[config.mk]
export PLATFORM = sky130hd
export DESIGN_NAME = fp_itof16_seq
export DESIGN_NICKNAME = d
export VERILOG_FILES = /design/src/rtl/fp_itof16_seq_pkg.sv /design/src/rtl/fp_round16.sv /design/src/rtl/fp_itof16_seq.sv
export SDC_FILE = /design/constraint.sdc
export NUM_CORES = 1
export LEC_CHECK = 0
export ABC_AREA = 1
export CORE_MARGIN = 2
export CORE_UTILIZATION = 51
export DETAILED_ROUTE_END_ITERATION = 8
export GPL_TIMING_DRIVEN = 0
export PLACE_DENSITY = 0.78
export SETUP_SLACK_MARGIN = 0.05
export SLEW_MARGIN = 40
export SYNTH_ARGS = -nofsm -noshare
export SYNTH_HDL_FRONTEND = slang
export SYNTH_SLANG_ARGS = --single-unit
[constraint.sdc]
create_clock -name clk -period 3.5 [get_ports clk]
set_input_delay 0.525 -clock clk [delete_from_list [all_inputs] [get_ports clk]]
set_output_delay 0.525 -clock clk [all_outputs]
set_load 0.1 [all_outputs]
[src/rtl/fp_itof16_seq_pkg.sv]
// rtl/fp_itof16_seq_pkg.sv - shared FP16 types, rounding modes and constants
package fp16Pkg;

  typedef logic [15:0] FP16;

  localparam int EMSB = 14;
  localparam int FMSB = 9;
  localparam int BIAS = 15;

  typedef enum logic [2:0] {
    RNE = 3'd0,
    RTZ = 3'd1,
    RDN = 3'd2,
    RUP = 3'd3,
    RMM = 3'd4
  } rm_e;

  localparam FP16 FP16_PINF = 16'h7C00;
  localparam FP16 FP16_MAXF = 16'h7BFF;

  typedef enum logic [1:0] {
    IDLE  = 2'd0,
    NORM  = 2'd1,
    ROUND = 2'd2
  } itof_state_e;

endpackage

[src/rtl/fp_round16.sv]
// rtl/fp_round16.sv - combinational FP16 rounder from a normalised magnitude
module fp_round16
  import fp16Pkg::*;
#(
  parameter int EW = 7
) (
  input  logic          sign,
  input  logic [EW-1:0] e,
  input  logic [11:0]   top,
  input  logic          sticky,
  input  logic [2:0]    rm,
  output FP16           o,
  output logic          overflow,
  output logic          inexact
);

  logic [9:0]  frac;
  logic        guard;
  logic        inc;
  logic [10:0] sum;
  logic [EW:0] biased;

  always_comb begin
    frac  = top[10:1];
    guard = top[0];
    case (rm)
      RTZ:     inc = 1'b0;
      RDN:     inc = sign & (guard | sticky);
      RUP:     inc = ~sign & (guard | sticky);
      RMM:     inc = guard;
      default: inc = guard & (sticky | frac[0]);
    endcase
    sum      = {1'b0, frac} + {10'd0, inc};
    // A carry out of the fraction bumps the exponent; the fraction wraps to zero.
    biased   = {1'b0, e} + (EW+1)'(sum[10]) + (EW+1)'(BIAS);
    overflow = biased >= (EW+1)'(31);
    inexact  = guard | sticky | overflow;
    o        = {sign, biased[4:0], sum[9:0]};
    if (overflow) begin
      case (rm)
        RTZ:     o = FP16_MAXF | {sign, 15'd0};
        RDN:     o = sign ? (FP16_PINF | 16'h8000) : FP16_MAXF;
        RUP:     o = sign ? (FP16_MAXF | 16'h8000) : FP16_PINF;
        default: o = FP16_PINF | {sign, 15'd0};
      endcase
    end
    // No hidden bit means the operand was zero: always +0, exact.
    if (!top[11]) begin
      o        = 16'h0000;
      overflow = 1'b0;
      inexact  = 1'b0;
    end
  end

endmodule

[src/rtl/fp_itof16_seq.sv]
// rtl/fp_itof16_seq.sv - sequential signed integer to FP16 converter
module fp_itof16_seq
  import fp16Pkg::*;
#(
  parameter int WID = 32
) (
  input  logic           clk,
  input  logic           rst,
  input  logic           ce,
  input  logic           ld,
  input  logic [WID-1:0] i,
  input  logic [2:0]     rm,
  output FP16            o,
  output logic           done,
  output logic           busy,
  output logic           overflow,
  output logic           inexact
);

  localparam int EW = 7;

  itof_state_e    state, state_nx;
  logic           sign_q;
  logic [WID-1:0] mag_q;
  logic [EW-1:0]  e_q;
  logic [2:0]     rm_q;
  logic           sticky;
  FP16            rnd_o;
  logic           rnd_ovf;
  logic           rnd_inx;

  if (WID > 12) begin : g_sticky
    assign sticky = |mag_q[WID-13:0];
  end else begin : g_nosticky
    assign sticky = 1'b0;
  end

  fp_round16 #(.EW(EW)) u_round (
    .sign     (sign_q),
    .e        (e_q),
    .top      (mag_q[WID-1 -: 12]),
    .sticky   (sticky),
    .rm       (rm_q),
    .o        (rnd_o),
    .overflow (rnd_ovf),
    .inexact  (rnd_inx)
  );

  always_ff @(posedge clk or posedge rst) begin
    if (rst) state <= IDLE;
    else if (ce) state <= state_nx;
  end

  always_comb begin
    state_nx = state;
    busy     = (state != IDLE);
    case (state)
      IDLE:    if (ld) state_nx = (i == '0) ? ROUND : NORM;
      NORM:    if (mag_q[WID-1]) state_nx = ROUND;
      ROUND:   state_nx = IDLE;
      default: state_nx = IDLE;
    endcase
  end

  // Zero skips normalisation; its all-zero magnitude makes the rounder emit +0.
  always_ff @(posedge clk or posedge rst) begin
    if (rst) begin
      sign_q   <= 1'b0;
      mag_q    <= '0;
      e_q      <= '0;
      rm_q     <= '0;
      o        <= '0;
      done     <= 1'b0;
      overflow <= 1'b0;
      inexact  <= 1'b0;
    end else if (ce) begin
      done <= 1'b0;
      case (state)
        IDLE: if (ld) begin
          sign_q <= i[WID-1];
          mag_q  <= i[WID-1] ? -i : i;
          e_q    <= EW'(WID-1);
          rm_q   <= rm;
        end
        NORM: if (!mag_q[WID-1]) begin
          mag_q <= mag_q << 1;
          e_q   <= e_q - 1'b1;
        end
        ROUND: begin
          done     <= 1'b1;
          o        <= rnd_o;
          overflow <= rnd_ovf;
          inexact  <= rnd_inx;
        end
        default: ;
      endcase
    end
  end

endmodule

==> flow_summary.json, run 1 <==
{
  "cts_htree_levels": 3,
  "via_per_inst": 5.76,
  "dp.cells": 804,
  "syn-cell-area_um2": 4400,
  "ys.flops": 64,
  "die_x_um": 96.8,
  "ys_cells": 641,
  "drc": 0,
  "die.size.y_um": 96.8,
  "area_leaders": "dfrtp_1 36%, nand2_1 13%, nand3_1 11%",
  "cts_tree": "built",
  "yosysMostFrequentCell": "nand2_1",
  "worstMarginPinSlew_ns": 0.609,
  "status": "finished, final reports clean",
  "top_area_share_pct": 36.4,
  "io_pins": 59,
  "yosys.area.top_type": "dfrtp_1",
  "maxCapViolCount": 0,
  "slew_violations": 0,
  "yosysWarnings": 0,
  "numPortBuffers": 57,
  "wire_per_inst_um": 16.0,
  "cts.sinks": 64,
  "syn_area_per_cell_um2": 6.86,
  "yosysChipArea_um2": 4400,
  "postSynthCellCount": 641,
  "drive_gt1_share_pct": 16.3,
  "path_clk_slew_ns": 0.07
}
run 1: critical path: stages (launching register included):
cell     delay (ns)
dfrtp_1        0.43
nand2_2        0.12
nor2_4         0.06
ha_4           0.25
nand3_2        0.04
o21ai_1        0.07
nand2_1        0.07
a21oi_2        0.11
ha_2           0.21
ha_4           0.15
nand3_4        0.09
nor3_4         0.15
nand2_1        0.08
nor2_2         0.10
nand3_2        0.13
ha_4           0.20
ha_4           0.17
xor2_2         0.15
nand2_1        0.09
nor2_2         0.18
nand2_4        0.13
nand2_8        0.11
nand2_4        0.08
nand3_2        0.10
nand2_1        0.08
run 1: cell families after synthesis:
kind of cell	share of synthesized area, %
AND/OR/NAND/NOR	35.2
AND-OR/OR-AND	14.5
buffers and inverters	9.76
flip-flops	36.4
XOR/XNOR	1.79
adder cells (fa/ha/maj)	1.99
multiplexers	0.256
run 1: stage by stage:
step           setup TNS [ns]  area [um^2]  worst slack, ns  hold WS [ns]  power, mW
4_1_cts                     0         5400           0.0528         0.479       4.55
6_report                    0         5600          0.00295         0.474       4.79
3_3_place_gp            -6.20         5100           -0.378         0.464       3.81
5_1_grt                 -2.83         5600           -0.233         0.500       5.08
2_1_floorplan               0         4400            0.113         0.454       3.24
3_5_place_dp            -8.60         5020           -0.522         0.460       3.79
run 1: flip-flops by register name (all words and copies together) (netlist names):
register / count
mag_q: 32
o: 16
e_q: 7
rm_q: 3
state: 2
done: 1
inexact: 1
overflow: 1
sign_q: 1
run 1: cell type report:
cell class | instances | area [um^2] | share of cell area (%)
multi-input combinational | 475 | 2620 | 46.8
timing repair buffer | 74 | 614 | 11.0
sequential | 64 | 1600 | 28.6
buffer | 24 | 145 | 2.59
inverter | 79 | 299 | 5.34
clock buffer | 14 | 173 | 3.08
tap | 105 | 131 | 2.35
clock inverter | 2 | 12.5 | 0.224
run 1: final timing paths:
kind                         start         to  slack, ns  depth (start not counted)
max                        rm_q[1]       o[5]      0.003                         24
min                           o[9]       o[9]       0.47                          2
max reg2reg                rm_q[1]       o[5]      0.003                         24
min reg2reg                   o[9]       o[9]       0.47                          2
max in group asynchronous      rst  mag_q[14]       2.47                          3
min in group asynchronous      rst       o[6]       0.49                          2
run 1: placed cells by master (no fill, tap or decap), drive strengths merged, types with 2 or more instances in the layout:
cell / count
a21boi: 6
xor2: 8
a21oi: 44
nand4: 14
ha: 7
nor2: 66
nand3b: 9
clkbuf: 25
or2: 4
clkdlybuf4s50: 37
nor3: 8
nand3: 93
buf: 50
o211ai: 6
inv: 79
o21bai: 2
nand2: 157
o22ai: 2
o21ai: 27
dfrtp: 64
a2bb2oi: 6
a22oi: 12
run 1: power breakdown:
part	leakage, nW	internal, mW	switching (mW)
clock network	0.0927	0.315	0.284
logic	1.85	0.867	1.98
registers	0.761	1.07	0.274
total	2.70	2.25	2.54
run 1: metal layers:
layer  up-vias  GRT usage, %  share of wire (%)
met2       234          47.7                 49
met4         0          10.3                2.8
met5         -             0                  0
li1       2311             -                  -
met3        39          4.26                7.1
met1      2236          33.7                 41
run 1: what timing repair did:
action,CTS,global route
buffers inserted,6,9
resized,34,25
cloned,2,0
hold buffers,0,0
endpoints found under the hold margin,0,0
setup endpoints to repair,18,18
pin swaps,14,22
Figure 1. Gate-type map (run 1).
Scale bar: 20 um.
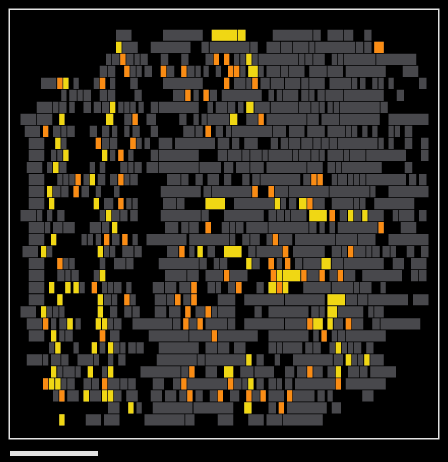
Orange shows inv cells, cells 79, most used inv_1. Yellow shows nor cells, cells 75, most used nor2_1, where widely spread.

Figure 2. Placement view (run 1).
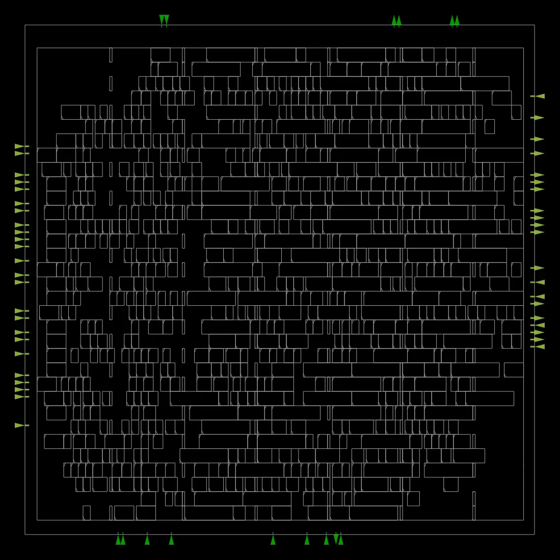
Non-Filler Instances: 837
total of fill cells in the finished design: 712
Core Util, Final: 67.5%
row count: 33
TAP cells: 105

Figure 3. Cell classes on the final placement (run 1).
Scale bar: 20 um. Fill, decap, tap and diode cells in gray.
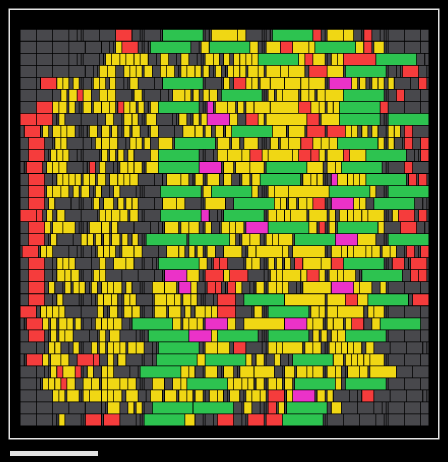
Red shows remaining buffers and delay cells, cells 98. Green shows registers, cells 64. Magenta shows clock drivers and dummy loads, cells 16. Yellow shows remaining logic cells, cells 554.

Figure 4. Routed metal, one color a layer (run 1).
Scale bar: 20 um.
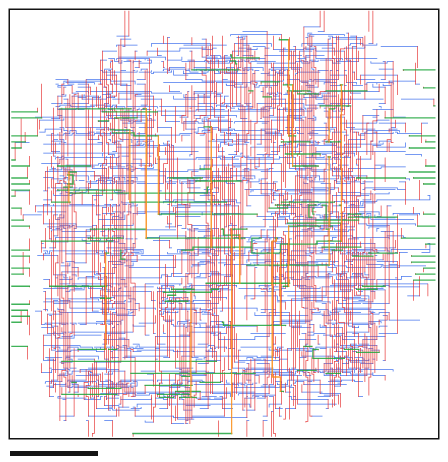

==> run 2: changes to the inputs <==
--- a/config.mk
+++ b/config.mk
@@ -7,10 +7,10 @@
 export LEC_CHECK = 0
 export ABC_AREA = 1
 export CORE_MARGIN = 2
-export CORE_UTILIZATION = 51
+export CORE_UTILIZATION = 45
 export DETAILED_ROUTE_END_ITERATION = 8
 export GPL_TIMING_DRIVEN = 0
-export PLACE_DENSITY = 0.78
+export PLACE_DENSITY = 0.7
 export SETUP_SLACK_MARGIN = 0.05
 export SLEW_MARGIN = 40
 export SYNTH_ARGS = -nofsm -noshare
Figure 5. Routed metal, one color a layer (run 2).
Scale bar: 20 um.
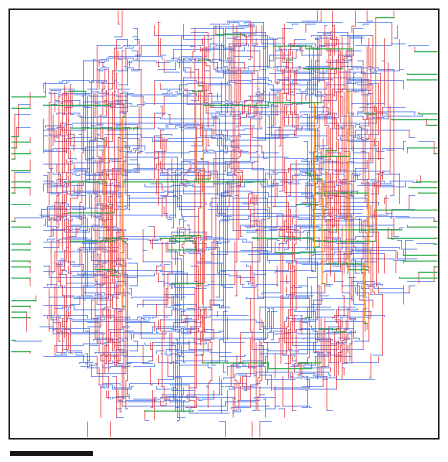
Green shows M3, wire length 618 um. Blue shows M1, wire length 5,920 um. Orange shows M4, wire length 375 um. Red shows M2, wire length 6,550 um.

Figure 6. Gate-type map (run 2).
Scale bar: 20 um.
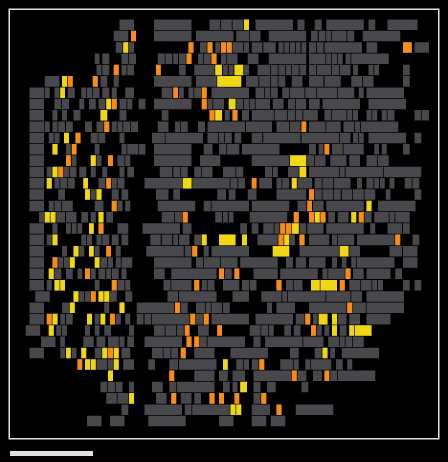
Orange shows inv cells, cells 79, most used inv_1. Yellow shows nor cells, cells 75, most used nor2_1, where widely spread.

==> flow_summary.json, run 2 <==
{
  "status": "finished, final reports clean",
  "logic_family": "simple AND/OR/NAND/NOR gates",
  "synthAoiAreaFrac_pct": 14.5,
  "syn_area_per_cell_um2": 6.86,
  "cp.buffers_inverters": 1,
  "path_clk_slew_ns": 0.07,
  "drive_gt1_share_pct": 18.6,
  "final_cell_mix": "149 x nand2_1, 83 x nand3_1, 72 x inv_1",
  "insertion_delay_ns": 0.36,
  "fin_tns_setup_ns": 0,
  "cts_tree": "built",
  "overflow": 0,
  "power_density_nw_per_um2": 850,
  "hold_buffers": 0,
  "die.size.y_um": 103,
  "io_pins": 59,
  "regMostFlops": "mag_q",
  "via_per_inst": 5.35,
  "wire_per_inst_um": 15.1,
  "postSynthCellCount": 641,
  "ys_sh_simple_pct": 35.2,
  "die_x_um": 103,
  "ys_cells": 641,
  "yosys.area.top_type": "dfrtp_1",
  "area_leaders": "dfrtp_1 36%, nand2_1 13%, nand3_1 11%",
  "cp_common_cell": "nand2_1",
  "dp_hpwl_um": 9200,
  "yosysWarnings": 0,
  "post-place-ws_ns": -0.528,
  "drc": 0,
  "fill_cells": 908,
  "reg_top3": "mag_q: 32 flops, o: 16 flops, e_q: 7 flops",
  "largest_register_ffs": 32,
  "syn-cell-area_um2": 4400,
  "yosysChipArea_um2": 4400,
  "slew_violations": 0,
  "ys_sh_xor_pct": 1.79,
  "mux_share_pct": 0.256,
  "top_area_share_pct": 36.4,
  "worstMarginPinSlew_ns": 0.635,
  "cts.sinks": 64,
  "critPathTopFamily": "simple AND/OR/NAND/NOR gates",
  "yosysMostFrequentCell": "nand2_1",
  "hold_ws_ns": 0.476,
  "layout_top_cell": "nand2_1"
}
[run 2: worst paths after layout]
path	startpoint	to	slack, ns	cells past startpoint
hold / removal	rst	o[5]	0.48	2
setup / recovery	rm_q[1]	o[0]	0.03	25
setup reg to reg	rm_q[1]	o[0]	0.03	25
hold reg to reg	o[10]	o[10]	0.48	2
min in group clk	o[10]	o[10]	0.48	2
max in group asynchronous	rst	mag_q[12]	2.49	3
[run 2: through the flow]
step,cell area [um^2],power [mW],cells,util (%)
finish,5860,4.98,890,60.8
global route,5860,5.30,890,60.8
CTS,5640,4.74,884,58.5
detailed placement,5050,3.79,832,52.4
global placement,5130,3.82,831,53.2
floorplan,4400,3.24,641,-
[run 2: kinds of logic after synthesis]
kind of cell / count (synthesis)
AND/OR/NAND/NOR: 351
AND-OR/OR-AND: 106
buffers and inverters: 103
flip-flops: 64
XOR/XNOR: 9
adder cells (fa/ha/maj): 7
multiplexers: 1
[run 2: layout make-up]
class | instances | area [um^2] | area share [%]
plain buffers | 24 | 145 | 2.48
repair buffers | 100 | 817 | 13.9
inverters | 79 | 299 | 5.10
well taps | 133 | 166 | 2.84
clock inverters | 2 | 35.0 | 0.598
flip-flops and latches | 64 | 1600 | 27.4
clock buffers | 14 | 183 | 3.12
multi-input cells | 474 | 2610 | 44.6
[run 2: per-layer routing]
metal	wire length, um	global-route usage (%)	up-vias
li1	-	-	2351
met2	6550	44.9	139
met1	5920	31.9	2239
met5	0	0	-
met3	617	3.80	29
met4	374	9.92	0
[run 2: power breakdown]
group,switching [mW],leakage [nW],internal [mW]
combinational,1.97,1.97,0.963
sequential,0.283,0.760,1.07
clock,0.291,0.113,0.406
total,2.54,2.84,2.44
[run 2: timing repair]
action / 4_1_cts / 5_1_grt
gates resized: 27 / 35
setup buffers: 35 / 8
pin swaps: 11 / 22
gates cloned: 1 / 0
endpoints found under the setup margin: 18 / 18
Power and IR drop assume default switching activity.
